`src/rtl/lcd_string_sequencer.sv`:
```
// lcd_string_sequencer: streams a latched, sanitised 2-line string to a character-LCD byte interface
module lcd_string_sequencer #(
  parameter int NUM_CHARS = 32,
  parameter int LINE_LEN = 16,
  parameter logic [7:0] LINE1_ADDR = 8'h80,
  parameter logic [7:0] LINE2_ADDR = 8'hC0,
  parameter logic [7:0] PAD_CHAR = 8'h20
) (
  input  logic                   clk,
  input  logic                   reset,
  input  logic                   str_valid,
  output logic                   str_ready,
  input  logic [8*NUM_CHARS-1:0] str_data,
  output logic                   lcd_valid,
  input  logic                   lcd_ready,
  output logic                   lcd_rs,
  output logic [7:0]             lcd_byte,
  output logic                   busy,
  output logic                   done
);
  localparam int IW = $clog2(NUM_CHARS);
  typedef enum logic [2:0] {IDLE, CMD1, DATA1, CMD2, DATA2} state_e;
  state_e state_q, state_d;
  logic [IW-1:0] idx_q, idx_d, nxt_idx;
  logic [8*NUM_CHARS-1:0] str_q, str_d;
  logic lcd_valid_q, lcd_valid_d, lcd_rs_q, lcd_rs_d, done_q, done_d, xfer;
  logic [7:0] lcd_byte_q, lcd_byte_d, nxt_char;
  function automatic logic [7:0] sanitise(input logic [7:0] c);
    return c == 8'h00 ? PAD_CHAR : (c < 8'h20 || c > 8'h7E) ? 8'h23 : c;
  endfunction
  assign xfer = lcd_valid_q & lcd_ready;
  // the byte preloaded after a transfer is the one at the index the transfer advances to
  assign nxt_idx = (state_q == DATA1 || state_q == DATA2) ? idx_q + IW'(1) : idx_q;
  assign nxt_char = sanitise(str_q[8*(NUM_CHARS-1-int'(nxt_idx)) +: 8]);
  always_comb begin
    state_d = state_q;
    idx_d = idx_q;
    str_d = str_q;
    lcd_valid_d = lcd_valid_q;
    lcd_rs_d = lcd_rs_q;
    lcd_byte_d = lcd_byte_q;
    done_d = 1'b0;
    case (state_q)
      IDLE: if (str_valid) begin
        state_d = CMD1;
        str_d = str_data;
        idx_d = '0;
        lcd_valid_d = 1'b1;
        lcd_rs_d = 1'b0;
        lcd_byte_d = LINE1_ADDR;
      end
      CMD1: if (xfer) begin
        state_d = DATA1;
        lcd_rs_d = 1'b1;
        lcd_byte_d = nxt_char;
      end
      CMD2: if (xfer) begin
        state_d = DATA2;
        lcd_rs_d = 1'b1;
        lcd_byte_d = nxt_char;
      end
      DATA1: if (xfer) begin
        idx_d = nxt_idx;
        if (idx_q == IW'(LINE_LEN-1)) begin
          state_d = CMD2;
          lcd_rs_d = 1'b0;
          lcd_byte_d = LINE2_ADDR;
        end else begin
          lcd_byte_d = nxt_char;
        end
      end
      DATA2: if (xfer) begin
        if (idx_q == IW'(NUM_CHARS-1)) begin
          state_d = IDLE;
          idx_d = '0;
          lcd_valid_d = 1'b0;
          lcd_rs_d = 1'b0;
          lcd_byte_d = 8'h00;
          done_d = 1'b1;
        end else begin
          idx_d = nxt_idx;
          lcd_byte_d = nxt_char;
        end
      end
      default: state_d = IDLE;
    endcase
  end
  always_ff @(posedge clk) begin
    if (reset) begin
      state_q <= IDLE;
      idx_q <= '0;
      str_q <= '0;
      lcd_valid_q <= 1'b0;
      lcd_rs_q <= 1'b0;
      lcd_byte_q <= 8'h00;
      done_q <= 1'b0;
    end else begin
      state_q <= state_d;
      idx_q <= idx_d;
      str_q <= str_d;
      lcd_valid_q <= lcd_valid_d;
      lcd_rs_q <= lcd_rs_d;
      lcd_byte_q <= lcd_byte_d;
      done_q <= done_d;
    end
  end
  assign str_ready = state_q == IDLE;
  assign busy = state_q != IDLE;
  assign lcd_valid = lcd_valid_q;
  assign lcd_rs = lcd_rs_q;
  assign lcd_byte = lcd_byte_q;
  assign done = done_q;
endmodule

```
`config.mk`:
```
export PLATFORM = sky130hd
export DESIGN_NAME = lcd_string_sequencer
export DESIGN_NICKNAME = d
export VERILOG_FILES = /design/src/rtl/lcd_string_sequencer.sv
export SDC_FILE = /design/constraint.sdc
export NUM_CORES = 1
export LEC_CHECK = 0
export CORE_AREA = 5 5 166 168
export DETAILED_ROUTE_END_ITERATION = 8
export DIE_AREA = 0 0 171 173
export PLACE_DENSITY = 0.8
export SYNTH_ARGS = -nofsm -noshare
export SYNTH_HDL_FRONTEND = slang
export SYNTH_SLANG_ARGS = --single-unit
```
`constraint.sdc`:
```
create_clock -name clk -period 3.8 [get_ports clk]
set_input_delay 1.14 -clock clk [delete_from_list [all_inputs] [get_ports clk]]
set_output_delay 1.14 -clock clk [all_outputs]
set_load 0.005 [all_outputs]
```
Fig. 1: run 1, zoomed window
Region (70, 106) to (100, 136) um. Cells in gray, sequential cells in the stronger gray; small squares are vias.
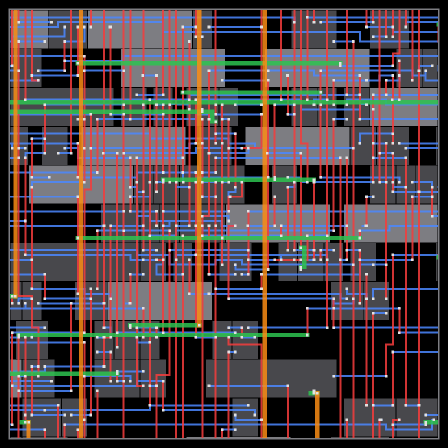
layer	color
met3	green
met2	red
met4	orange
met1	blue
cells with their middle in the window	69
netlist names of flops here include	str_q (10)
sequential cells in the window	10
most frequent	nand2_1 (14), a21oi_1 (14), dfxtp_1 (10)

Fig. 2: run 1, gate families picked out
(3 px per um)
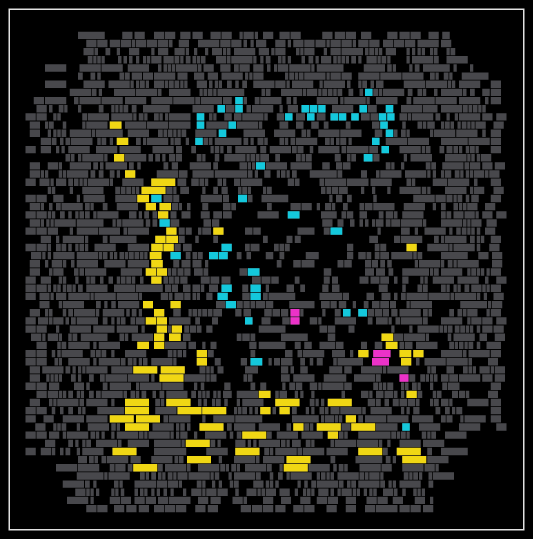
family	color	cells
XOR/XNOR gates	magenta	5
AND-OR and OR-AND gates	cyan	47
multiplexers	yellow	75

Fig. 3: run 1, routing congestion
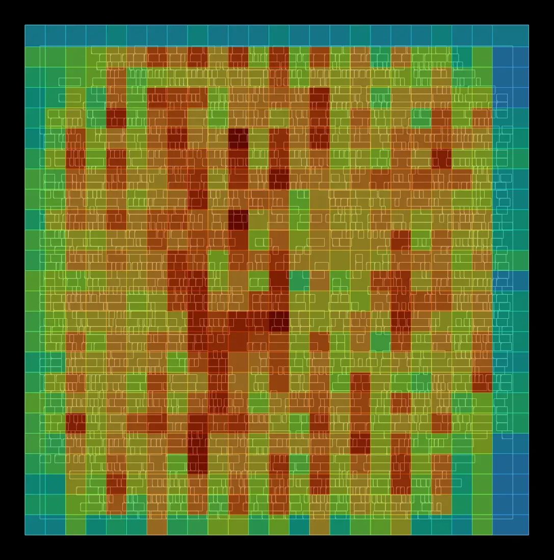
global-route layer with the greatest usage: met2
wire length per cell after detailed routing: 20.24 um
Global Route Usage Sum: 0.2943

Fig. 4: run 1, metal layers overlaid
(2 px per um) Two of the layers only.
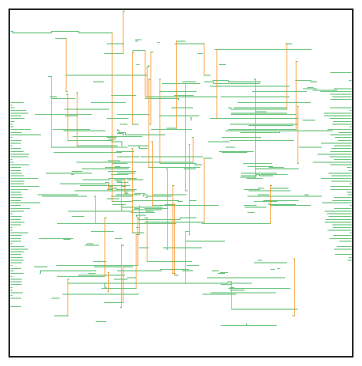
layer	color	wire length
met3	green	4270 um
met4	orange	1300 um
via count: 13460
final wirelength: 46150 um

==> run notes, run 1 <==
Summary of implementation figures.

Cells and area
Per the final layout report, the fraction of cells sized above drive strength 1 comes to 0.08689. The growth of design area from synthesis to finish is 30.36%. The number of antenna cells inserted is 0. Summing all flip-flop and latch instances after layout gives around 0.0055 sq mm. The cell area after layout is around 0.017 sq mm. The number of fill cells is between 2000 and 2500. The number of cells in the finished layout apart from fillers is 2280. The number of nets in the final layout is roughly 2200.

The combinational gate area is 0.007157 sq mm. In the layout the commonest cells are nand2_1, a21oi_1, dfxtp_1. The share of the core filled with cells is 0.6721. The most common logic cell in the routed design is nand2_1.

Worst setup path
The maximum fanout count along the critical path is 11. The timing startpoint of the critical path is state_q[2]. The worst setup path is launched from a flip-flop. Looking at the reg2reg group, the worst path ends at lcd_byte[2]. The kind of end point of the critical path is a primary output. For the worst setup path, the data required time is 2660 ps. The number of gates on the worst path with buffers counted is 3. The total buffers and inverters traversed by the critical path is 2. The largest single stage delay on the critical path is about 640 ps. The largest individual stage delay along the critical path comes from the cell clkdlybuf4s50_1. Per the timing report, the most critical flop-to-flop path originates at state_q[0]. The reg-to-reg setup timing slack is 380 ps. Broken down by cell family, the worst path's largest delay share belongs to buffers and inverters. The critical path goes through buf_4 > nor3_1 > clkdlybuf4s50_1. Logic depth along the worst register-to-register path is recorded as 10.

OpenSTA lists the critical path endpoint as str_ready. The worst endpoint data arrival time is 2330 ps. The worst setup path is of the reg -> out kind.

Synth
The instance tally after logic synthesis is 1713. The top flip-flop cell by instance count after synthesis is dfxtp_1. In the post-synthesis netlist, the biggest area contributors are dfxtp_1, nand2_1, a21oi_1. The warning count from the yosys run is 0. Of the post-synthesis cell area, the dominant cell type holds 0.4144.

The leading area contributor after synthesis is dfxtp_1. Yosys reported that registers with async set or reset make up 0. The number of nets in the synthesized netlist is 1976. The number of synthesized register bits is approximately 280.

Looking at the gate-level netlist, the highest instance count belongs to nand2_1. The summed instance area of the synthesized netlist is approximately 0.013 sq mm. The synthesized netlist was found by Yosys to have around 1700 cells.

Counting flops with a built-in enable in the synthesized netlist gives 0. The fraction of the yosys area taken by sequential cells is 0.4144. Each instance of the synthesized netlist takes up on average between 7 and 8 sq um. The synthesis run shows the most used standard cells to be nand2_1, a21oi_1, dfxtp_1, clkbuf_1, o22ai_1. Per the synthesis report, the number of distinct cell types is just under 80.

The area of the synthesized netlist per yosys stat is 0.01328 sq mm.

Flow run
The stage logs contain a warning count of 31. Across the run, the number of max-cap violations was 0.

Clocking
The number of buffers added by the clock tree synthesis step is 28. The maximum clock insertion buffer count is 3. The number of gates resized after CTS was 0.

The TritonCTS clock tree is yes. Looking at the clock tree report, the H-tree level count equals 1. The latest clock arrival within the worst-skew pair is roughly 550 ps. The root buffer cell is clkbuf_16. On the worst setup and hold paths after CTS, the clock-pin slew comes to roughly 60 ps.

The number of hold buffers added after CTS was 0. The total clock sinks is approximately 280. Looking at the post-CTS report, the setup buffer insertion count equals 0.

Min path
Along the worst hold path, the cell count comes to 2. The end point of the worst hold path is str_q[237]. STA lists the startpoint of the worst hold path as str_q[237]. The min-delay analysis places its worst path in the category reg -> reg.

Floorplan
The die is about 170 um wide. According to the I/O placement log, the pin count is ~270. The chip area is a little under 0.03 sq mm. The core region is about 0.026 sq mm. The die is between 150 and 200 um tall. After floorplanning, the core was divided into a little under 60 placement rows.

The floorplan step records an initial core utilization of 0.5156.

Timing
The sum of negative setup slack is 0 ps. The max-slew headroom at the worst pin is 0.4922. The max-slew violation count is 0.

The post-layout minimum cycle time is 3470 ps. After layout, the setup clock skew is reported as about 11 ps. The achievable clock frequency is approximately 290 MHz.

The smallest setup slack after layout is ~330 ps. Final hold analysis gives a worst-case slack of 454.6 ps. The count of final hold-check violations is 0. The end-of-flow timing check tallies setup violations at 0.

At the pin with the least slew margin, the transition time is around 760 ps. The part of the cycle the worst path needs is 0.9132. Setup repair after global routing left no endpoint under its margin.

Power
Of the total power, the clock network draws 0.393. The design draws a little over 7 mW. Summed over all nets, the switching power comes to 1.898 mW. Internal power comes to approximately 5.3 mW. The share of total power dissipated in sequential elements is 0.453.

The script computed the net switching share of total power as 0.2650. Per the OpenROAD power report, leakage power amounts to about 6.2 nW. The highest ir drop seen on vdd is roughly 0.36 mV. The power per standard cell area is 413.6 mW/mm^2. The share of total power dissipated in combinational logic is 0.154.

Detailed routing
The count of TritonRoute iterations in the first routing pass is 5. The routed design shows a via density per instance of between 5 and 6. Once detail routing completed, the nets flagged for antenna violations numbered 0. The first routing iteration left around 1300 violations. For this run, design rule violations remaining after detail routing come to 0.

Placed design
The cell area reported after detailed placement is 0.01638 sq mm. The placed wire-length estimate is 34500 um. During placement, the flow inserted port buffers numbering roughly 270. Once placement completed, the tool counted placed cells totaling ~2200. Before CTS, the worst setup slack after placement is about 450 ps. The routability congestion estimate from global placement is just over 1.

Global route
Recorded from the global router log, the overflow total was 0. The maximum number of pins on one net before global-route repair is 118. The first global-routing pass estimated roughly 70000 um of wire. The number of global-route vias before repair was roughly 13000. The number of antenna violations at the first check in global routing is 0.

Status
The flow ran to the end, and the final reports show no timing, DRC or antenna violations.
-- run 1: worst min-delay path, delay by kind of cell, from the launching register on --
kind,cells,cell delay [ps]
DFF,1,310
AOI/OAI and AO/OA,1,50
and+or+nand+nor,1,50
-- run 1: cell families (layout without fill, tap and decap cells) --
family	count (synthesis)	count (layout)	share of synthesized area
buffers and inverters	159	391	0.04898
adders and majority gates	3	3	0.002826
and+or+nand+nor	708	708	0.2245
muxes	75	75	0.08515
xor gates and xnor gates	5	5	0.004428
DFF	275	275	0.4144
AOI/OAI and AO/OA	488	488	0.2197
-- run 1: layer usage --
layer  track usage  part of all wire
met5             0                 0
met4       0.08254             0.028
met3       0.05365             0.093
met2        0.4609              0.45
met1        0.4179              0.43
-- run 1: area by class of cell --
| class | instances | share of cell area |
|---|---|---|
| Multi-Input combinational cell | 1279 | 0.4133 |
| Sequential cell | 275 | 0.3182 |
| Timing Repair Buffer | 325 | 0.1869 |
| Clock buffer | 37 | 0.04480 |
| Tap cell | 335 | 0.02421 |
| Clock inverter | 14 | 0.009321 |
| Inverter | 15 | 0.003251 |
-- run 1: power by group through the flow --
stage / clock network, mW / registers (mW) / logic [mW]
3_5_place_dp: 0 / 3.30 / 1.09
4_1_cts: 2.84 / 3.24 / 1.09
2_1_floorplan: 0 / 3.22 / 0.599
5_1_grt: 2.99 / 3.26 / 1.20
3_3_place_gp: 0 / 3.29 / 1.07
6_report: 2.82 / 3.24 / 1.10
-- run 1: sequential cells by signal, indices dropped and copies added (netlist names) --
| signal | count |
|---|---|
| lcd_byte | 8 |
| state_q | 3 |
| idx_q | 5 |
| lcd_valid | 1 |
| lcd_rs | 1 |
| str_q | 256 |
| done | 1 |
==> run 2, diff against run 1 <==
CORE_AREA = 5 5 191 147   (was 5 5 166 168)
DIE_AREA = 0 0 196 152   (was 0 0 171 173)
Fig. 5: run 2, routing congestion
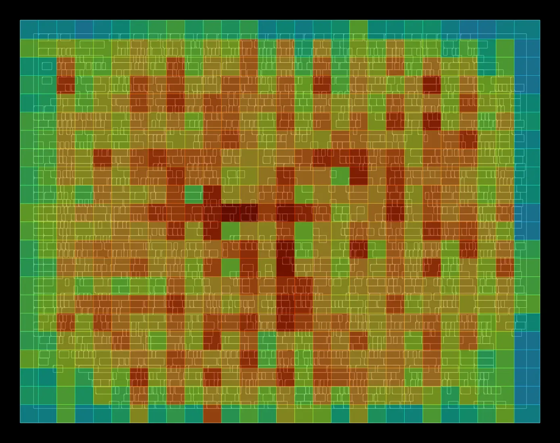
Global Route Usage Sum: 0.2968
met1 Use GR: 0.4585

==> run notes, run 2 <==
Summary of implementation figures.

Status
Result of the run: finished, final reports clean (unchanged).

Cells and area
The growth of design area from synthesis to finish is 31.12% (was 30.36%). The number of fill cells is 2205 (was 2188). Top cells excl fill/tap: nand2_1, a21oi_1, dfxtp_1 (unchanged). The number of cells in the finished layout apart from fillers was 2304 (was 2280). The number of nets in the final layout is 2198 (was 2187).

The share of post-route cells with drive strength above 1 came to 0.09268 (was 0.08689). The share of the core filled with cells is 0.6627 (was 0.6721).

Synth
The area of the synthesized netlist per yosys stat is 0.01328 sq mm (unchanged). The average size of a mapped cell was 7.755 sq um (unchanged). The share of Yosys cell area claimed by the top area cell type came to 0.4144 (unchanged). The count of library flops with an enable pin is 0 (unchanged). The number of synthesized register bits is 275 (unchanged). The fraction of the yosys area taken by sequential cells is 0.4144 (unchanged). The top flip-flop cell by instance count after synthesis is dfxtp_1 (unchanged).

Cells taking the most area after synthesis: dfxtp_1, nand2_1, a21oi_1 (unchanged). The number of cells in the yosys synthesis report is 1713 (unchanged). The warning count from the yosys run is 0 (unchanged). The async set or reset register ratio after synthesis is 0 (unchanged).

The summed instance area of the synthesized netlist is 0.01328 sq mm (unchanged). The most popular library cell in the synthesized design by count was nand2_1 (unchanged). The leading area contributor after synthesis is dfxtp_1 (unchanged).

Clocking
The CTS clock-pin slew for the worst setup and hold paths is 60 ps (about the same). The root buffer cell is clkbuf_16 (unchanged). The count of hold-fix buffers inserted at cts came to 0 (unchanged).

The depth of the CTS H-tree came to 1 (unchanged). The total clock sinks came to 275 (unchanged).

Timing
The post-layout minimum cycle time came to 3629 ps (was 3470 ps). The max-slew headroom at the worst pin came to 0.4949 (was 0.4922). The achievable clock frequency came to 275.5 MHz (was 288.2 MHz). The actual transition at the worst max-transition pin was 751.4 ps (was 757.9 ps).

The worst slack on hold paths is 455.0 ps (was 454.6 ps). The count of final hold-check violations is 0 (unchanged).

Placed design
The routability congestion estimate from global placement is 1.008 (about the same). The placed wire-length estimate is 34570 um (was 34500 um). The cell area reported after detailed placement is 0.01645 sq mm (was 0.01638 sq mm). The tally of buffers added on design ports is 272 (unchanged).

Worst setup path
The kind of cell adding the most delay to the critical path was simple AND/OR/NAND/NOR gates (was buffers and inverters). The critical path data required time is 4220 ps (was 2660 ps). The kind of end point of the critical path is a flip-flop (was primary output). The endpoint of the worst register-to-register path is lcd_byte[6] (was lcd_byte[2]).

The worst endpoint data arrival time is 4050 ps (was 2330 ps). Chain of cells forming the critical path: xor2_2 > a21o_1 > and2_1 > buf_4 > o22ai_1 > o21ai_0 > and4b_1 > nand4_1 > nor3_1 > o22ai_1 (was buf_4 > nor3_1 > clkdlybuf4s50_1). The startpoint of the most critical register-to-register path was state_q[1] (was state_q[0]). The number of gates on the worst path with buffers counted was 10 (was 3). The depth of the worst register-to-register path was 10 (unchanged). The start-to-end type of the worst setup path is reg -> reg (was reg -> out). The total buffers and inverters traversed by the critical path is 1 (was 2).

The critical path launch point type is a flip-flop (unchanged). The maximum fanout count along the critical path is 9 (was 11).

Floorplan
The placement row count is 52 (was 59). The floorplan die width is 196 um (was 171 um). The placeable core region is 0.02629 sq mm (was 0.02576 sq mm).

The chip area is 0.02979 sq mm (was 0.02958 sq mm). The I/O pin count is 273 (unchanged).

Global route
The maximum number of pins on one net before global-route repair is 126 (was 118). The global-route wire length before repair came to 71440 um (was 70010 um). The number of global-route vias before repair is 12760 (was 12630).

Power
The highest ir drop seen on vdd is 0.3223 mV (was 0.3615 mV). The total chip power came to 7.123 mW (was 7.162 mW).

Detailed routing
The via-per-instance ratio is 5.914 (was 5.904). The initial DRC count is 1600 (was 1340). The vias after detailed routing came to 13630 (was 13460).

The detailed-route wire length per cell was 20.30 um (was 20.24 um). The count of antenna-violating nets left after detailed routing is 0 (unchanged). The post-detailed-routing wire length is 46770 um (was 46150 um).

Flow run
The OpenROAD warning count is 29 (was 31).
Fig. 6: run 2, metal layers overlaid
(2 px per um) Two of the layers only.
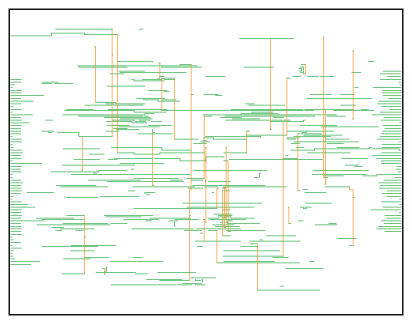
layer	color	wire length
met4	orange	987 um
met3	green	4720 um

run 2: cell counts after synthesis:
Identical to the previous run, type by type.
run 2: power breakdown:
| group | internal [mW] | leakage, nW | switching, mW |
|---|---|---|---|
| clock network | 1.59 | 0.446 | 1.17 |
| registers | 3.08 | 2.26 | 0.161 |
| logic | 0.547 | 3.56 | 0.575 |
| total | 5.21 | 6.27 | 1.91 |
run 2: how the worst min path moves through the flow:
stage	start	end	slack [ps]
floorplan	str_q[23]	str_q[23]	430
global placement	str_q[176]	str_q[176]	440
detailed placement	str_q[176]	str_q[176]	450
CTS	str_q[176]	str_q[176]	450
global route	str_q[239]	str_q[239]	470
finish	str_q[227]	str_q[227]	460
run 2: repair_timing:
item,CTS,global route
pin swaps,0,1
resized,1,7
setup endpoints to repair,4,7
setup buffers,0,2
run 2: logic make-up after synthesis:
kind of cell / after synthesis / synth area share
buffers and inverters: 159 / 0.04898
AOI/OAI and AO/OA: 488 / 0.2197
xor gates and xnor gates: 5 / 0.004428
adders and majority gates: 3 / 0.002826
DFF: 275 / 0.4144
and+or+nand+nor: 708 / 0.2245
muxes: 75 / 0.08515
run 2: layer usage:
layer / GRT usage / vias up / wire (um)
li1: - / 6420 / -
met1: 0.4585 / 6472 / 21390
met2: 0.4279 / 660 / 19670
met3: 0.06110 / 75 / 4724
met4: 0.06281 / 0 / 987
met5: 0 / - / 0
run 2: cell type report:
cell class	instances	area [sq um]	share of cell area
repair buffers	337	3327	0.1910
clock inverters	9	120.1	0.006896
clock buffers	38	788.3	0.04526
multi-input cells	1279	7177	0.4120
inverters	15	56.30	0.003233
well taps	351	439.2	0.02521
flip-flops and latches	275	5510	0.3164
run 2: worst min-delay path: cells and delay by family (launching register included):
kind / cells / cell delay [ps]
simple gates: 1 / 50
compound gates: 1 / 50
flops: 1 / 310
==> run 3, diff against run 2 <==
SETUP_SLACK_MARGIN = 0.05   (was unset)
Fig. 7: run 3, signal wires on met1
(2 px per um) Supply wires on this layer in gray.
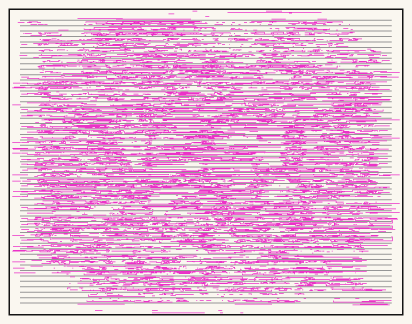
wire length on this layer	21.2 mm
share of all routed wire	45%
final wirelength: 46770 um
via count: 13620

==> run notes, run 3 <==
Summary of implementation figures.

Clocking
The TritonCTS clock tree is yes (unchanged). The maximum clock insertion buffer count came to 3 (unchanged). The latest clock arrival within the worst-skew pair is 560 ps (about the same).

The CTS clock-pin slew for the worst setup and hold paths was 70 ps (was 60 ps). The count of hold-fix buffers inserted at cts is 0 (unchanged). The total clock sinks is 275 (unchanged). The depth of the CTS H-tree is 1 (unchanged). The number of buffers added by the clock tree synthesis step came to 27 (unchanged).

The root buffer cell is clkbuf_16 (unchanged).

Worst setup path
The critical path launch point type is a flip-flop (unchanged). The kind of end point of the critical path is a primary output (was flip-flop). The depth of the worst register-to-register path is 9 (was 10). The start-to-end type of the worst setup path is reg -> out (was reg -> reg). The worst endpoint data arrival time is 2410 ps (was 4050 ps). The reg-to-reg setup timing slack is 290 ps (was 170 ps).

The capture point of the critical path is str_ready (was lcd_byte[6]). The startpoint of the most critical register-to-register path is state_q[2] (was state_q[1]). The critical path data required time is 2660 ps (was 4220 ps). The endpoint of the worst register-to-register path is lcd_byte[3] (was lcd_byte[6]). The timing startpoint of the critical path is state_q[2] (was state_q[1]). The maximum fanout count along the critical path is 11 (was 9).

Synth
The number of synthesized register bits came to 275 (unchanged). The share of Yosys cell area claimed by the top area cell type is 0.4144 (unchanged). The count of cell types in the netlist came to 77 (unchanged).

The number of nets in the synthesized netlist was 1976 (unchanged). The most popular library cell in the synthesized design by count is nand2_1 (unchanged). The async set or reset register ratio after synthesis was 0 (unchanged). The average size of a mapped cell came to 7.755 sq um (unchanged). The leading area contributor after synthesis is dfxtp_1 (unchanged). The number of cells in the yosys synthesis report is 1713 (unchanged).

The warning count from the yosys run was 0 (unchanged). The instance tally after logic synthesis is 1713 (unchanged). Post-synth top cells: nand2_1, a21oi_1, dfxtp_1, clkbuf_1, o22ai_1 (unchanged). The area of the synthesized netlist per yosys stat is 0.01328 sq mm (unchanged). Cells taking the most area after synthesis: dfxtp_1, nand2_1, a21oi_1 (unchanged). The top flip-flop cell by instance count after synthesis is dfxtp_1 (unchanged).

The count of library flops with an enable pin was 0 (unchanged). The summed instance area of the synthesized netlist is 0.01328 sq mm (unchanged). The fraction of the yosys area taken by sequential cells is 0.4144 (unchanged).

Cells and area
The largest register by flop count is str_q (unchanged). Top cells excl fill/tap: nand2_1, a21oi_1, dfxtp_1 (unchanged). The number of flip-flops in the largest register is 256 (unchanged). The number of antenna cells inserted was 0 (unchanged). The cell area after layout is 0.01742 sq mm (about the same). The number of fill cells was 2207 (was 2205). The number of nets in the final layout is 2198 (unchanged). The growth of design area from synthesis to finish is 31.14% (was 31.12%). The share of the core filled with cells is 0.6627 (about the same). The share of post-route cells with drive strength above 1 is 0.09319 (was 0.09268).

Placed design
The cell area reported after detailed placement is 0.01645 sq mm (unchanged). The routability congestion estimate from global placement is 1.008 (unchanged). The placed wire-length estimate is 34570 um (unchanged). The placed cell count is 2255 (unchanged). The tally of buffers added on design ports is 272 (unchanged). The worst setup timing slack at the placement stage is -30.94 ps (unchanged).

Global route
The global route total overflow was 0 (unchanged). The number of global-route vias before repair is 12760 (unchanged). The global-route wire length before repair is 71440 um (unchanged). The maximum number of pins on one net before global-route repair is 126 (unchanged).

The number of antenna violations at the first check in global routing is 0 (unchanged). The global-route usage over all layers came to 0.2968 (unchanged).

Timing
The final setup violation count is 0 (unchanged). The part of the cycle the worst path needs came to 0.9344 (was 0.9551). Unrepaired setup endpoints after global routing: false (unchanged). The largest clock skew in the final design was 10.34 ps (was 10.75 ps). The post-layout minimum cycle time is 3551 ps (was 3629 ps). The actual transition at the worst max-transition pin was 734.7 ps (was 751.4 ps). The achievable clock frequency was 281.6 MHz (was 275.5 MHz). The count of final hold-check violations came to 0 (unchanged).

The worst slack on hold paths came to 454.9 ps (was 455.0 ps). The max-slew headroom at the worst pin came to 0.5061 (was 0.4949). The sum of negative setup slack is 0 ps (unchanged).

The smallest setup slack after layout came to 249.1 ps (was 170.8 ps). The max-slew violation count was 0 (unchanged).

Detailed routing
The via-per-instance ratio is 5.911 (was 5.914). The detailed-route wire length per cell came to 20.30 um (about the same). The initial DRC count is 1760 (was 1600).

The remaining design rule violation count is 0 (unchanged). The count of TritonRoute iterations in the first routing pass was 6 (was 5). The count of antenna-violating nets left after detailed routing came to 0 (unchanged).

Floorplan
The floorplan-stage core utilization was 0.5054 (unchanged). The floorplan die width is 196 um (unchanged). The chip area is 0.02979 sq mm (unchanged). The placement row count is 52 (unchanged). The placeable core region is 0.02629 sq mm (unchanged). The I/O pin count was 273 (unchanged). The height of the die was 152 um (unchanged).

Power
The highest ir drop seen on vdd was 0.3230 mV (was 0.3223 mV). The total chip power was 7.127 mW (was 7.123 mW). The power per standard cell area is 409.1 mW/mm^2 (was 408.9 mW/mm^2). The leakage component of the power is 6.267 nW (was 6.266 nW).

Min path
The path category of the worst min-delay check is reg -> reg (unchanged). The origin of the worst min-delay path was str_q[176] (was str_q[227]).

Flow run
The total of max-cap violations was 0 (unchanged). The OpenROAD warning count is 29 (unchanged).

Status
Result of the run: finished, final reports clean (unchanged).
Fig. 8: run 3, gate families picked out
(2 px per um)
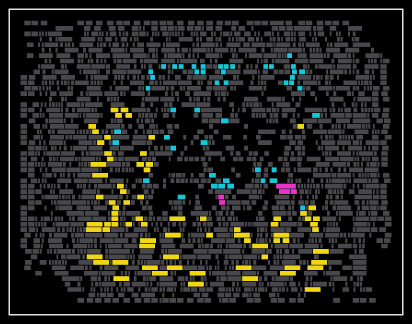
family	color	cells
AND-OR and OR-AND gates	cyan	47
multiplexers	yellow	75
XOR/XNOR gates	magenta	5
final std cells w/o fill: 2304
multi-input combinational area share: 0.4121
most frequent standard cell in the layout excluding fill and tap cells: nand2_1

run 3: worst min path at each step:
stage	endpoint	slack, ps	cells past startpoint
detailed placement	str_q[176]	450	2
finish	str_q[176]	450	2
CTS	str_q[176]	450	2
global route	str_q[239]	470	2
global placement	str_q[176]	440	2
floorplan	str_q[23]	430	2
run 3: cell type report:
class | instances | area [sq um] | area share
repair buffers | 337 | 3327 | 0.1910
multi-input cells | 1279 | 7178 | 0.4121
flip-flops and latches | 275 | 5512 | 0.3164
clock inverters | 9 | 120.1 | 0.006895
well taps | 351 | 439.2 | 0.02521
clock buffers | 38 | 788.3 | 0.04525
inverters | 15 | 56.30 | 0.003232
run 3: critical path, cell delays in order, from the launching register on:
cell             delay [ps]
dfxtp_1                 400
buf_4                   210
nor3_1                  610
clkdlybuf4s50_1         630
run 3: cells by family (layout without fill, tap and decap cells):
family	Yosys count	after routing	share of synthesized area
multiplexers	75	75	0.08515
buffers and inverters	159	399	0.04898
AND/OR/NAND/NOR	708	708	0.2245
adder cells (fa/ha/maj)	3	3	0.002826
XOR/XNOR	5	5	0.004428
AND-OR/OR-AND	488	488	0.2197
flip-flops	275	275	0.4144
run 3: layer usage:
layer / share of wire / global-route usage
met5: 0 / 0
met4: 0.020 / 0.06281
met3: 0.11 / 0.06110
met2: 0.42 / 0.4279
met1: 0.45 / 0.4585
run 3: timing repair:
| item | in CTS | in global routing |
|---|---|---|
| setup endpoints to repair | 4 | 7 |
| gates resized | 1 | 9 |
| setup buffers | 0 | 2 |
| pin swaps | 0 | 1 |
run 3: power by group:
| part | internal (mW) | switching, mW |
|---|---|---|
| Clock | 1.59 | 1.18 |
| Sequential | 3.08 | 0.161 |
| Combinational | 0.548 | 0.574 |
| Total | 5.21 | 1.91 |
Power figures rest on the tool's default switching activity, not on a simulated workload.
